## src/rtl/fp_pkg.sv

```systemverilog
// Shared single-precision constants, accumulator FSM states and the Inf pattern.
package fp_pkg;

  localparam int FP_EXP_BIAS = 127;
  localparam int FP_EXP_MAX  = 255;
  localparam int FP_FRAC_W   = 23;
  localparam int FP_EXP_W    = 8;
  // Hidden one + fraction + one guard bit.
  localparam int FP_MANT_W   = FP_FRAC_W + 2;

  typedef enum logic [2:0] {
    ST_IDLE,
    ST_ALIGN,
    ST_ADD,
    ST_NORM,
    ST_WRITE
  } fp_acc_state_t;

  function automatic logic [31:0] fp_inf(input logic sign);
    return {sign, {FP_EXP_W{1'b1}}, {FP_FRAC_W{1'b0}}};
  endfunction

endpackage

```

## src/rtl/fp_align_shift.sv

```systemverilog
// Right shifter for exponent alignment; counts >= mantissa width yield zero.
module fp_align_shift
  import fp_pkg::*;
(
  input  logic [FP_MANT_W-1:0] i_mant,
  input  logic [FP_EXP_W-1:0]  i_shamt,
  output logic [FP_MANT_W-1:0] o_mant
);

  // Saturating shift: everything falls off once the difference covers the operand.
  always_comb begin
    if (i_shamt >= FP_EXP_W'(FP_MANT_W)) o_mant = '0;
    else                                 o_mant = i_mant >> i_shamt;
  end

endmodule

```

## src/rtl/fp_accumulator.sv

```systemverilog
// Multi-cycle single-precision accumulator fed by the FP multiplier.
// Build option FP_ACC_ROUND_EN: round half-up on the guard bit in WRITE;
// when undefined the guard bit is truncated. Latency is the same either way.
module fp_accumulator
  import fp_pkg::*;
#(
  parameter int NORM_MAX = 25
)(
  input  logic        clk,
  input  logic        rst,
  input  logic        clear,
  input  logic        in_valid,
  input  logic [31:0] in_data,
  input  logic        in_overflow,
  output logic        in_ready,
  output logic [31:0] acc_out,
  output logic        out_valid,
  output logic        overflow,
  output logic        busy
);

  localparam int MW = FP_MANT_W;
  localparam int XW = FP_EXP_W + 2;
  localparam int CW = $clog2(NORM_MAX + 1);
`ifdef FP_ACC_ROUND_EN
  localparam logic RND_EN = 1'b1;
`else
  localparam logic RND_EN = 1'b0;
`endif

  fp_acc_state_t r_state, w_next;
  logic [31:0]   r_acc, r_b;
  logic          r_ovf, r_out_valid, r_skip, r_zero, r_sign;
  logic [MW-1:0] r_ma, r_mb, r_mant;
  logic [XW-1:0] r_exp;
  logic [CW-1:0] r_nsh;

  logic                w_accept, w_skip, w_a_ge, w_same, w_a_gt, w_b_gt;
  logic                w_norm_flush, w_norm_done;
  logic [FP_EXP_W-1:0] w_a_exp, w_b_exp, w_shamt;
  logic [MW-1:0]       w_ma, w_mb, w_sh_in, w_sh_out, w_rnd;
  logic [MW:0]         w_sum;
  logic [XW-1:0]       w_wexp;
  logic [FP_FRAC_W-1:0] w_frac;

  assign in_ready  = (r_state == ST_IDLE);
  assign busy      = ~in_ready;
  assign acc_out   = r_acc;
  assign out_valid = r_out_valid;
  assign overflow  = r_ovf;

  // clear wins over a simultaneous handshake.
  assign w_accept = in_valid && in_ready && !clear;
  // Inf inputs and an already-saturated sum both bypass the arithmetic.
  assign w_skip   = (in_data[30:23] == 8'hFF) || in_overflow || r_ovf;

  // Alignment: exp==0 means zero, so its mantissa has no hidden one.
  assign w_a_exp = r_acc[30:23];
  assign w_b_exp = r_b[30:23];
  assign w_ma    = (w_a_exp == '0) ? '0 : {1'b1, r_acc[22:0], 1'b0};
  assign w_mb    = (w_b_exp == '0) ? '0 : {1'b1, r_b[22:0], 1'b0};
  assign w_a_ge  = (w_a_exp >= w_b_exp);
  assign w_shamt = w_a_ge ? (w_a_exp - w_b_exp) : (w_b_exp - w_a_exp);
  assign w_sh_in = w_a_ge ? w_mb : w_ma;

  fp_align_shift u_align (
    .i_mant  (w_sh_in),
    .i_shamt (w_shamt),
    .o_mant  (w_sh_out)
  );

  // Add / subtract operands.
  assign w_sum  = {1'b0, r_ma} + {1'b0, r_mb};
  assign w_same = (r_acc[31] == r_b[31]);
  assign w_a_gt = (r_ma > r_mb);
  assign w_b_gt = (r_mb > r_ma);

  // Normalization ends on zero, a set hidden bit, exponent underflow or shift cap.
  assign w_norm_flush = (r_exp <= XW'(1)) || (int'(r_nsh) >= NORM_MAX);
  assign w_norm_done  = (r_mant == '0) || r_mant[MW-1] || w_norm_flush;

  // Rounding on the guard bit; a carry renormalizes by one and bumps the exponent.
  assign w_rnd  = {1'b0, r_mant[MW-1:1]} + MW'(RND_EN & r_mant[0]);
  assign w_wexp = r_exp + XW'(w_rnd[MW-1]);
  assign w_frac = w_rnd[MW-1] ? w_rnd[MW-2:1] : w_rnd[MW-3:0];

  // State register.
  always_ff @(posedge clk or posedge rst) begin
    if (rst) r_state <= ST_IDLE;
    else     r_state <= w_next;
  end

  // Next-state: fixed ALIGN/ADD, data-dependent NORM length, clear aborts.
  always_comb begin
    w_next = r_state;
    case (r_state)
      ST_IDLE:  if (w_accept) w_next = w_skip ? ST_WRITE : ST_ALIGN;
      ST_ALIGN: w_next = ST_ADD;
      ST_ADD:   w_next = ST_NORM;
      ST_NORM:  if (w_norm_done) w_next = ST_WRITE;
      ST_WRITE: w_next = ST_IDLE;
      default:  w_next = ST_IDLE;
    endcase
    if (clear) w_next = ST_IDLE;
  end

  // Datapath: one step of the align/add/normalize/write sequence per state.
  always_ff @(posedge clk or posedge rst) begin
    if (rst) begin
      r_acc <= '0; r_ovf <= 1'b0; r_out_valid <= 1'b0;
      r_b <= '0; r_skip <= 1'b0; r_zero <= 1'b0; r_sign <= 1'b0;
      r_ma <= '0; r_mb <= '0; r_mant <= '0; r_exp <= '0; r_nsh <= '0;
    end else if (clear) begin
      r_acc <= '0; r_ovf <= 1'b0; r_out_valid <= 1'b0;
    end else begin
      r_out_valid <= 1'b0;
      case (r_state)
        ST_IDLE: if (w_accept) begin
          r_b    <= in_data;
          r_skip <= w_skip;
        end
        ST_ALIGN: begin
          r_ma   <= w_a_ge ? w_ma : w_sh_out;
          r_mb   <= w_a_ge ? w_sh_out : w_mb;
          r_exp  <= XW'(w_a_ge ? w_a_exp : w_b_exp);
          r_zero <= 1'b0;
          r_nsh  <= '0;
        end
        ST_ADD: begin
          if (w_same) begin
            r_sign <= r_acc[31];
            if (w_sum[MW]) begin
              r_mant <= w_sum[MW:1];
              r_exp  <= r_exp + XW'(1);
            end else begin
              r_mant <= w_sum[MW-1:0];
            end
          end else if (w_a_gt) begin
            r_sign <= r_acc[31];
            r_mant <= r_ma - r_mb;
          end else if (w_b_gt) begin
            r_sign <= r_b[31];
            r_mant <= r_mb - r_ma;
          end else begin
            r_sign <= 1'b0;
            r_mant <= '0;
          end
        end
        ST_NORM: begin
          if (r_mant == '0) begin
            r_zero <= 1'b1;
          end else if (!r_mant[MW-1]) begin
            if (w_norm_flush) begin
              r_zero <= 1'b1;
            end else begin
              r_mant <= r_mant << 1;
              r_exp  <= r_exp - XW'(1);
              r_nsh  <= r_nsh + CW'(1);
            end
          end
        end
        ST_WRITE: begin
          r_out_valid <= 1'b1;
          if (r_skip) begin
            if (!r_ovf) begin
              r_acc <= fp_inf(r_b[31]);
              r_ovf <= 1'b1;
            end
          end else if (r_zero) begin
            r_acc <= '0;
          end else if (w_wexp >= XW'(FP_EXP_MAX)) begin
            r_acc <= fp_inf(r_sign);
            r_ovf <= 1'b1;
          end else begin
            r_acc <= {r_sign, w_wexp[FP_EXP_W-1:0], w_frac};
          end
        end
        default: ;
      endcase
    end
  end

endmodule

```

## config.mk

```make
export PLATFORM = sky130hd
export DESIGN_NAME = fp_accumulator
export DESIGN_NICKNAME = d
export VERILOG_FILES = /design/src/rtl/fp_pkg.sv /design/src/rtl/fp_align_shift.sv /design/src/rtl/fp_accumulator.sv
export SDC_FILE = /design/constraint.sdc
export NUM_CORES = 1
export LEC_CHECK = 0
export CAP_MARGIN = 10
export CORE_ASPECT_RATIO = 1.5
export CORE_MARGIN = 2
export CORE_UTILIZATION = 50
export DETAILED_ROUTE_END_ITERATION = 8
export PLACE_DENSITY = 0.81
export SKIP_LAST_GASP = 1
export SYNTH_ARGS = -nofsm -noshare
export SYNTH_HDL_FRONTEND = slang
export SYNTH_HIERARCHICAL = 1
export SYNTH_SLANG_ARGS = --single-unit
```

## constraint.sdc

```tcl
create_clock -name clk -period 4.7 [get_ports clk]
set_input_delay 0.47 -clock clk [delete_from_list [all_inputs] [get_ports clk]]
set_output_delay 0.47 -clock clk [all_outputs]
set_load 0.005 [all_outputs]
```

==> run notes <==
yosys + openroad results -> CP Class reg -> reg, Seq share, synth 0.272, Seq Cell Count 162, initial antenna violation count 0, maximum clock insertion buffer count 2, Dominant cell area share 0.272, Buffers on Ports 72, total placed instance area 0.0161 mm², Critical Path Slowest Stage Cell nor4_1, Unique cell types 93, Post-Synthesis Cells 1851, Period Utilization, post-route 0.932, worst path cell trace ha_1, fa_1, nor2b_1, o21ai_1, and4b_1, o31ai_4, buf_4, nand3b_1, o31ai_1, o21ai_0, a21oi_1, xnor2_2, or2_2, nor4_1, nand2_1, a31oi_1, nand2_1, a31oi_1, Startpoint Class flop, NonClk Buf Share 0.0754, met3 Use GR 0.0376, ys cells between 1500 and 2000, Seq/total area 0.242, Critical Path RT 5.06 ns, Placed Instances approximately 2300, drt pass-1 iters 6, Most common reg cell dfrtp_1, Fin Setup TNS 0 ns, YS chip area 0.0149 mm², Peak Freq 228 MHz, remaining antenna violation count after routing 0, cts bufs inserted 17, Simple Share, Synth 0.211, CP Max Fanout 9, ClkCell Share 0.0349, Compound-Gate Fraction of Synth Area 0.256, Tap Cells 395, status completed, Comb gate area 0.00993 mm², layout cells sized above 1 0.106, Slew headroom 0.292, Top class by area combinational gates, filler cell count 2649, DR vias/cell approximately 6.6, Slew Viols, Final 0, Log Warnings 91, Flop area 0.00405 mm², Non-clock inverters ~110, most frequent logic cells in the routed design 207 x nand2_1, 162 x dfrtp_1, 158 x nor2_1, 136 x a21oi_1, 108 x inv_1, XORs/XNORs by Area 0.0194, Layout Nets 2026, comb_multi_in approximately 1500
[worst register-to-register path, cell delays in order (launching register included)]
cell and delay [ns]:
dfrtp_1 0.40, ha_1 0.22, fa_1 0.40, nor2b_1 0.13
o21ai_1 0.08, and4b_1 0.24, o31ai_4 0.36, buf_4 0.23
nand3b_1 0.09, o31ai_1 0.13, o21ai_0 0.14, a21oi_1 0.26
xnor2_2 0.20, or2_2 0.35, nor4_1 0.42, nand2_1 0.16
a31oi_1 0.26, nand2_1 0.07, a31oi_1 0.16
[registers in the layout (all words and copies together) (netlist names)]
register and flops:
r_ma 25, acc_out 32, r_zero 1, r_nsh 5, r_mb 25, r_sign 1, r_skip 1, r_b 32
r_mant 25, r_exp 10, out_valid 1, overflow 1, r_state 3
[how the worst max path moves through the flow]
stage | startpoint | endpoint | slack, ns | depth (start not counted)
floorplan | acc_out[23]$_DFFE_PP0P_ | r_mb[4]$_DFFE_PP0P_ | 0.48 | 20
global route | r_b[23]$_DFFE_PP0P_ | r_mb[15]$_DFFE_PP0P_ | 0.02 | 17
finish | r_b[23]$_DFFE_PP0P_ | r_mb[7]$_DFFE_PP0P_ | 0.32 | 18
global placement | r_b[23]$_DFFE_PP0P_ | r_ma[1]$_DFFE_PP0P_ | 0.14 | 18
CTS | r_b[23]$_DFFE_PP0P_ | r_ma[1]$_DFFE_PP0P_ | 0.12 | 18
detailed placement | r_b[23]$_DFFE_PP0P_ | r_ma[1]$_DFFE_PP0P_ | 0.14 | 18
[power by group]
group          switching (mW)  internal [mW]  leakage [nW]
Combinational            6.49           3.86          4.72
Clock                   0.595          0.811         0.285
Sequential              0.796           1.91          2.00
Total                    7.89           6.58          7.00
[timing repair]
action	4_1_cts	5_1_grt
setup endpoints to repair	0	22
gates resized	0	3
buffers inserted	0	7
### Floorplan with the power grid

Pins as bars on the die edge.
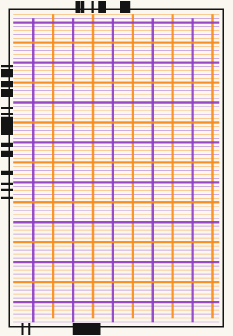
Key: VDD = orange; VSS = purple
15 straps on met5. 78 met1 rails follow the rows. The core has 77 rows. 73 signal pins sit on the boundary. 10 straps on met4.
worst vdd ir: 0.000411 V
Die W: 145 µm
core area: 0.0294 mm²

### Placed cells, one colour a class

Bar = 50 µm.
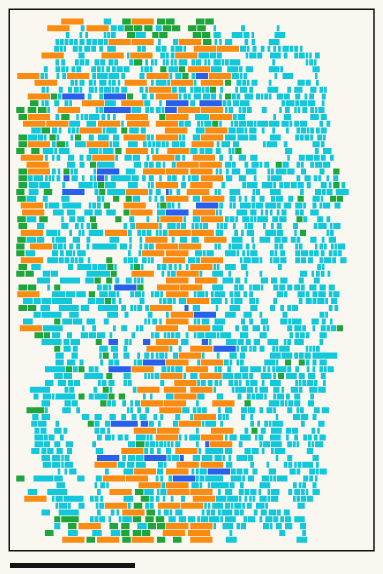
Key: clock drivers and dummy loads = blue [cells 31, share of their area 3.6%]; flops = orange [cells 162, share of their area 25%]; combinational and other logic = cyan [cells 1564, share of their area 64%]; other buffers and delay cells = green [cells 141, share of their area 7.8%]
Site Rows: 77
fin util: 0.570

### Clock distribution

Bar = 50 µm.
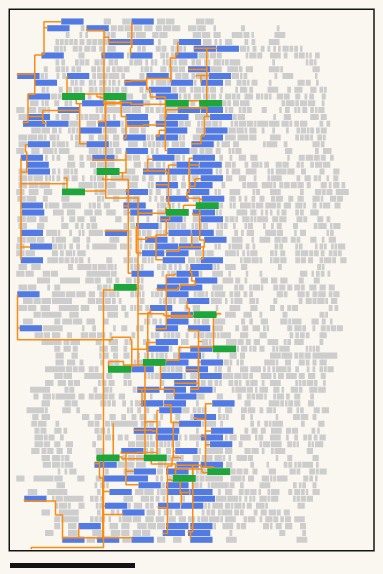
Key: clock drivers = green [count 17]; flip-flops = blue [count 162]; clock wires = orange [length 2090 µm]
There are 18 routed clock nets.
Final Skew: 0.0114 ns
Clk power: 1.41 mW
Late-Pin Clk Latency: 0.44 ns

### Wiring by layer

Two of the layers only.
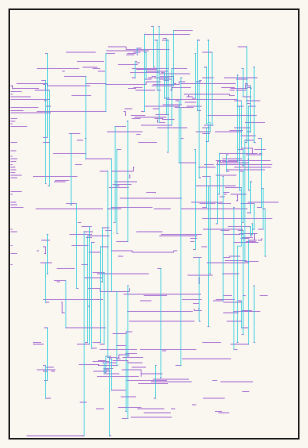
Key: metal 3 = purple [wire length 3030 µm]; metal 4 = cyan [wire length 3240 µm]
Total Routed Length: 52200 µm
All-Layer GR Usage: 0.327
WL/cell: 22.8 µm
via count: 15000

Power is estimated from default activity; no workload was simulated.
